==> images/final_congestion.png <==
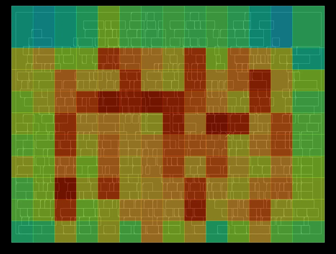
==> images/clock_map.png <==
Scale: 6 px per um.
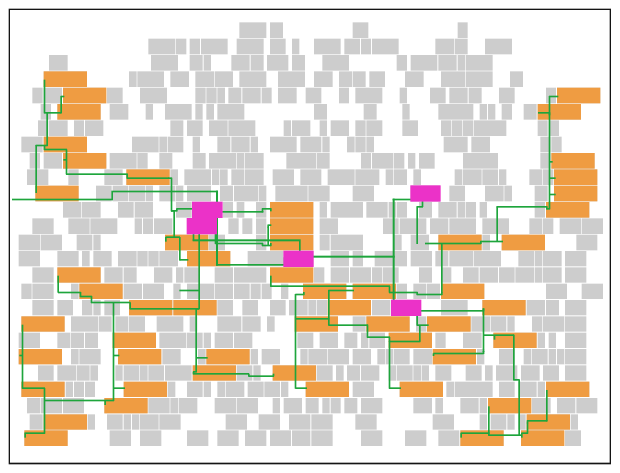
==> images/registers.png <==
Scale: 4 px per um.
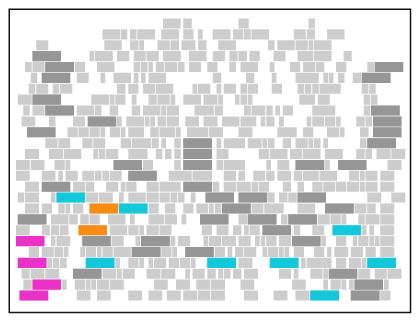
File: src/rtl/rgb_mixer_pkg.sv
`default_nettype none
// ============================================================================
// Module      : rgb_mixer_pkg
// Description : Shared definitions for the RGB mixer slice.
//               - c_DEFAULT_WIDTH : default per-channel level width.
//               - fader_state_t   : sweep FSM state encoding for rgb_fader.
// Revision    : 1.0 - initial release
// ============================================================================
package rgb_mixer_pkg;

    localparam int c_DEFAULT_WIDTH = 8;

    // IDLE waits for a tick; CH0..CH2 update one channel each, one cycle apiece.
    typedef enum logic [1:0] {
        ST_IDLE = 2'd0,
        ST_CH0  = 2'd1,
        ST_CH1  = 2'd2,
        ST_CH2  = 2'd3
    } fader_state_t;

endpackage : rgb_mixer_pkg
`default_nettype wire

File: src/rtl/tick_gen.sv
`default_nettype none
// ============================================================================
// Module      : tick_gen
// Description : Prescaler producing a one-cycle tick every TICK_DIV enabled
//               cycles. The count holds while enable is low.
// Ports       : clk    - rising-edge clock
//               reset  - synchronous, active-low
//               enable - advance the prescaler when high
//               tick   - high on the cycle the count wraps TICK_DIV-1 -> 0
// Revision    : 1.0 - initial release
// ============================================================================
module tick_gen #(
    parameter int TICK_DIV = 16
) (
    input  logic clk,
    input  logic reset,
    input  logic enable,
    output logic tick
);

    localparam int              c_CW   = (TICK_DIV > 1) ? $clog2(TICK_DIV) : 1;
    localparam logic [c_CW-1:0] c_LAST = c_CW'(TICK_DIV - 1);

    logic [c_CW-1:0] r_count;

    always_ff @(posedge clk) begin
        if (!reset) begin
            r_count <= '0;
        end else if (enable) begin
            if (r_count == c_LAST) begin
                r_count <= '0;
            end else begin
                r_count <= r_count + c_CW'(1);
            end
        end
    end

    // Qualified by enable so a held count at the last value does not repeat ticks.
    assign tick = enable && (r_count == c_LAST);

endmodule : tick_gen
`default_nettype wire

File: src/rtl/rgb_fader.sv
`default_nettype none
// ============================================================================
// Module      : rgb_fader
// Description : Three-channel level slew limiter. On each tick the targets are
//               snapshotted and each channel moves at most STEP toward its
//               snapshot, one channel per cycle, through a shared adder.
// Ports       : clk                     - rising-edge clock
//               reset                   - synchronous, active-low
//               enable                  - allow step ticks
//               target0/1/2 [WIDTH]     - requested levels
//               level0/1/2  [WIDTH]     - slewed levels (registered)
//               busy                    - sweep in progress (registered)
//               settled                 - all levels equal live targets (comb.)
// Revision    : 1.0 - initial release
// ============================================================================
module rgb_fader
    import rgb_mixer_pkg::*;
#(
    parameter int WIDTH    = c_DEFAULT_WIDTH,
    parameter int TICK_DIV = 16,
    parameter int STEP     = 1
) (
    input  logic             clk,
    input  logic             reset,
    input  logic             enable,
    input  logic [WIDTH-1:0] target0,
    input  logic [WIDTH-1:0] target1,
    input  logic [WIDTH-1:0] target2,
    output logic [WIDTH-1:0] level0,
    output logic [WIDTH-1:0] level1,
    output logic [WIDTH-1:0] level2,
    output logic             busy,
    output logic             settled
);

    // One extra bit so up-steps cannot overflow and down-steps expose a borrow.
    localparam logic [WIDTH:0] c_STEP_EXT = (WIDTH + 1)'(STEP);

    fader_state_t     r_state;
    fader_state_t     w_state_next;
    logic             w_tick;
    logic [WIDTH-1:0] r_snap0, r_snap1, r_snap2;
    logic [WIDTH-1:0] r_level0, r_level1, r_level2;
    logic             r_busy;
    logic [WIDTH-1:0] w_cur_snap;
    logic [WIDTH-1:0] w_cur_level;
    logic [WIDTH:0]   w_snap_ext;
    logic [WIDTH:0]   w_lvl_ext;
    logic [WIDTH:0]   w_up;
    logic [WIDTH:0]   w_dn;
    logic [WIDTH-1:0] w_new_level;

    tick_gen #(
        .TICK_DIV (TICK_DIV)
    ) u_tick_gen (
        .clk    (clk),
        .reset  (reset),
        .enable (enable),
        .tick   (w_tick)
    );

    // ---------------- FSM ----------------
    always_ff @(posedge clk) begin
        if (!reset) begin
            r_state <= ST_IDLE;
        end else begin
            r_state <= w_state_next;
        end
    end

    always_comb begin
        w_state_next = r_state;
        case (r_state)
            ST_IDLE: if (w_tick) w_state_next = ST_CH0;
            ST_CH0:  w_state_next = ST_CH1;
            ST_CH1:  w_state_next = ST_CH2;
            ST_CH2:  w_state_next = ST_IDLE;
            default: w_state_next = ST_IDLE;
        endcase
    end

    // ---------------- shared step datapath ----------------
    always_comb begin
        w_cur_snap  = r_snap0;
        w_cur_level = r_level0;
        case (r_state)
            ST_CH1: begin
                w_cur_snap  = r_snap1;
                w_cur_level = r_level1;
            end
            ST_CH2: begin
                w_cur_snap  = r_snap2;
                w_cur_level = r_level2;
            end
            default: ;
        endcase
    end

    assign w_snap_ext = {1'b0, w_cur_snap};
    assign w_lvl_ext  = {1'b0, w_cur_level};
    assign w_up       = w_lvl_ext + c_STEP_EXT;
    assign w_dn       = w_lvl_ext - c_STEP_EXT;

    always_comb begin
        w_new_level = w_cur_level;
        if (w_snap_ext > w_lvl_ext) begin
            w_new_level = (w_up > w_snap_ext) ? w_cur_snap : w_up[WIDTH-1:0];
        end else if (w_snap_ext < w_lvl_ext) begin
            // A set MSB means the subtraction borrowed past zero.
            w_new_level = (w_dn[WIDTH] || (w_dn < w_snap_ext)) ? w_cur_snap
                                                                : w_dn[WIDTH-1:0];
        end
    end

    // ---------------- registers ----------------
    always_ff @(posedge clk) begin
        if (!reset) begin
            r_snap0  <= '0;
            r_snap1  <= '0;
            r_snap2  <= '0;
            r_level0 <= '0;
            r_level1 <= '0;
            r_level2 <= '0;
            r_busy   <= 1'b0;
        end else begin
            r_busy <= (w_state_next != ST_IDLE);
            // Snapshot only when a sweep starts so mid-sweep target edits wait.
            if ((r_state == ST_IDLE) && w_tick) begin
                r_snap0 <= target0;
                r_snap1 <= target1;
                r_snap2 <= target2;
            end
            case (r_state)
                ST_CH0:  r_level0 <= w_new_level;
                ST_CH1:  r_level1 <= w_new_level;
                ST_CH2:  r_level2 <= w_new_level;
                default: ;
            endcase
        end
    end

    assign level0  = r_level0;
    assign level1  = r_level1;
    assign level2  = r_level2;
    assign busy    = r_busy;
    assign settled = (r_level0 == target0) && (r_level1 == target1) && (r_level2 == target2);

endmodule : rgb_fader
`default_nettype wire
File: config.mk
export PLATFORM = sky130hd
export DESIGN_NAME = rgb_fader
export DESIGN_NICKNAME = d
export VERILOG_FILES = /design/src/rtl/rgb_mixer_pkg.sv /design/src/rtl/tick_gen.sv /design/src/rtl/rgb_fader.sv
export SDC_FILE = /design/constraint.sdc
export NUM_CORES = 1
export LEC_CHECK = 0
export ABC_CLOCK_PERIOD_IN_PS = 5200
export CAP_MARGIN = 30
export CORE_ASPECT_RATIO = 0.75
export CORE_UTILIZATION = 56
export DETAILED_ROUTE_END_ITERATION = 7
export PLACE_DENSITY = 0.81
export SLEW_MARGIN = 40
export SYNTH_ARGS = -nofsm -noshare
export SYNTH_HDL_FRONTEND = slang
export SYNTH_SLANG_ARGS = --single-unit
File: constraint.sdc
create_clock -name clk -period 5.2 [get_ports clk]
set_input_delay 1.04 -clock clk [delete_from_list [all_inputs] [get_ports clk]]
set_output_delay 1.04 -clock clk [all_outputs]
set_load 0.03 [all_outputs]
==> notes.md <==
impl run done, here's what came out: status finished with violations, failing checks DRC, RSZ-0062 raised after global routing no, wire per inst 18.95 um, ys async rst share 0, number of enable flip-flop cells 0, clock sink count 55, Worst Max-Slew Pin Slew 856.7 ps, setup bufs post-CTS 0, YS chip area 0.004029 sq mm, H-tree Lvls 2, Most used DFF post-synth dfxtp_1, FP Rows 26, VDD IR max 0.1034 mV, Setup-failing EPs final 0, Max Cap Viol 0, Max Freq 209.9 MHz, most frequent cells after synthesis nand2_1, dfxtp_1, o21ai_0, Post-Syn Area 0.004029 sq mm, Flops after synth 55, CTS tree yes, largest net degree at the start of global routing 36, area delta synth->final 16.52%, Top-area cell share 0.2733, CP peak stage delay 780 ps, gpl congestion 0.9474, Avg Cell Area, Syn 8.536 sq um, # DRC 2, GRT Overall Usage 0.3190, dpl cells 606, Cells after Synth 472
## Picture notes: final_congestion.png
layer with the highest usage: met2
GR Util met2: 0.5257
GR Layer Usage met1: 0.4243

## Picture notes: clock_map.png
Orange shows flip-flops, count 55. Magenta shows cells driving clock nets, count 5. Green shows clock wires, length 620 um.
There are 6 routed clock nets.
skew final: 7.319 ps
Clock power frac: 0.343
clk pwr: 0.245 mW

## Picture notes: registers.png
Orange shows r_state, sequential cells 2. Cyan shows r_snap1, sequential cells 8. Magenta shows u_tick_gen.r_count, sequential cells 4, where lower left.

-- flip-flops by register name (all words and copies together) (netlist names) --
name / cells
busy: 1
level0: 8
level1: 8
level2: 8
r_snap0: 8
r_snap1: 8
r_snap2: 8
r_state: 2
u_tick_gen.r_count: 4
-- final cells by class --
class	instances	area (sq um)	area share
clock buffer	6	72.57	0.01546
clock inverter	2	16.27	0.003465
inverter	15	56.30	0.01199
multi-input combinational	380	2765	0.5890
sequential	55	1101	0.2345
tap	98	122.6	0.02612
timing repair buffer	58	560.5	0.1194
-- path summary, 6_finish.rpt --
path,start,to,slack (ps)
worst max-delay path,r_state[0],level0[0],440
worst min-delay path,r_snap2[2],r_snap2[2],470
worst max register to register,r_state[0],level0[0],440
worst min register to register,r_snap2[2],r_snap2[2],470
-- worst max-delay path: cells and delay by family (launching register included) --
kind,cells,cell delay [ps]
flops,1,390
buf+inv,2,310
compound gates,7,1720
fa+ha+maj,2,640
simple gates,4,1550
-- where the power goes --
part / switching [mW] / total, mW / internal (mW)
Clock: 0.148 / 0.245 / 0.0973
Sequential: 0.00153 / 0.424 / 0.422
Combinational: 0.0192 / 0.0467 / 0.0275
Total: 0.169 / 0.716 / 0.547
-- routing by layer --
metal | GRT usage | up-vias | routed length [um]
met3 | 0.07615 | 27 | 946
met1 | 0.4243 | 1853 | 5297
met4 | 0.08660 | 0 | 201
li1 | - | 1853 | -
met2 | 0.5257 | 179 | 5188
met5 | 0 | - | 0
-- cells by family (layout without fill, tap and decap cells) --
group / Yosys count / after routing / share of synthesized area
buffers and inverters: 37 / 81 / 0.04161
adder cells (fa/ha/maj): 28 / 28 / 0.08664
multiplexers: 4 / 4 / 0.009938
XOR/XNOR: 35 / 35 / 0.07609
AND/OR/NAND/NOR: 148 / 148 / 0.1978
flip-flops: 55 / 55 / 0.2733
AND-OR/OR-AND: 165 / 165 / 0.3146
-- stage by stage --
step	area [sq um]	setup WS, ps	power, mW	hold WS (ps)
3_5_place_dp	4606	648.0	0.4795	458.6
6_report	4695	435.5	0.7156	471.5
2_1_floorplan	4029	1076	0.4498	437.7
3_3_place_gp	4606	796.1	0.4791	449.7
5_1_grt	4695	160.1	0.7387	498.8
4_1_cts	4695	630.5	0.7146	473.6
-- layout by cell type, fill, tap and decap left out, types with 3 or more instances in the layout --
cell	count
nand2_1	74
dfxtp_1	55
clkdlybuf4s50_1	51
o21ai_0	33
a21boi_0	27
ha_1	27
xnor2_1	18
xor2_1	17
a21oi_1	13
a41oi_1	13
inv_1	12
a22o_1	12
nor4_1	9
and2_1	8
a31oi_1	8
nand4_1	7
nand3_1	7
o211ai_1	7
nor2_1	6
buf_4	6
a21o_1	5
clkbuf_8	5
nor3_1	4
nor3_2	4
o211ai_2	4
mux2i_1	4
nor2_4	3
nor3b_2	3
inv_2	3
a22oi_1	3
or3b_1	3
or3_1	3
nor2b_1	3
a211oi_1	3
o21ai_1	3
Power figures rest on the tool's default switching activity, not on a simulated workload.
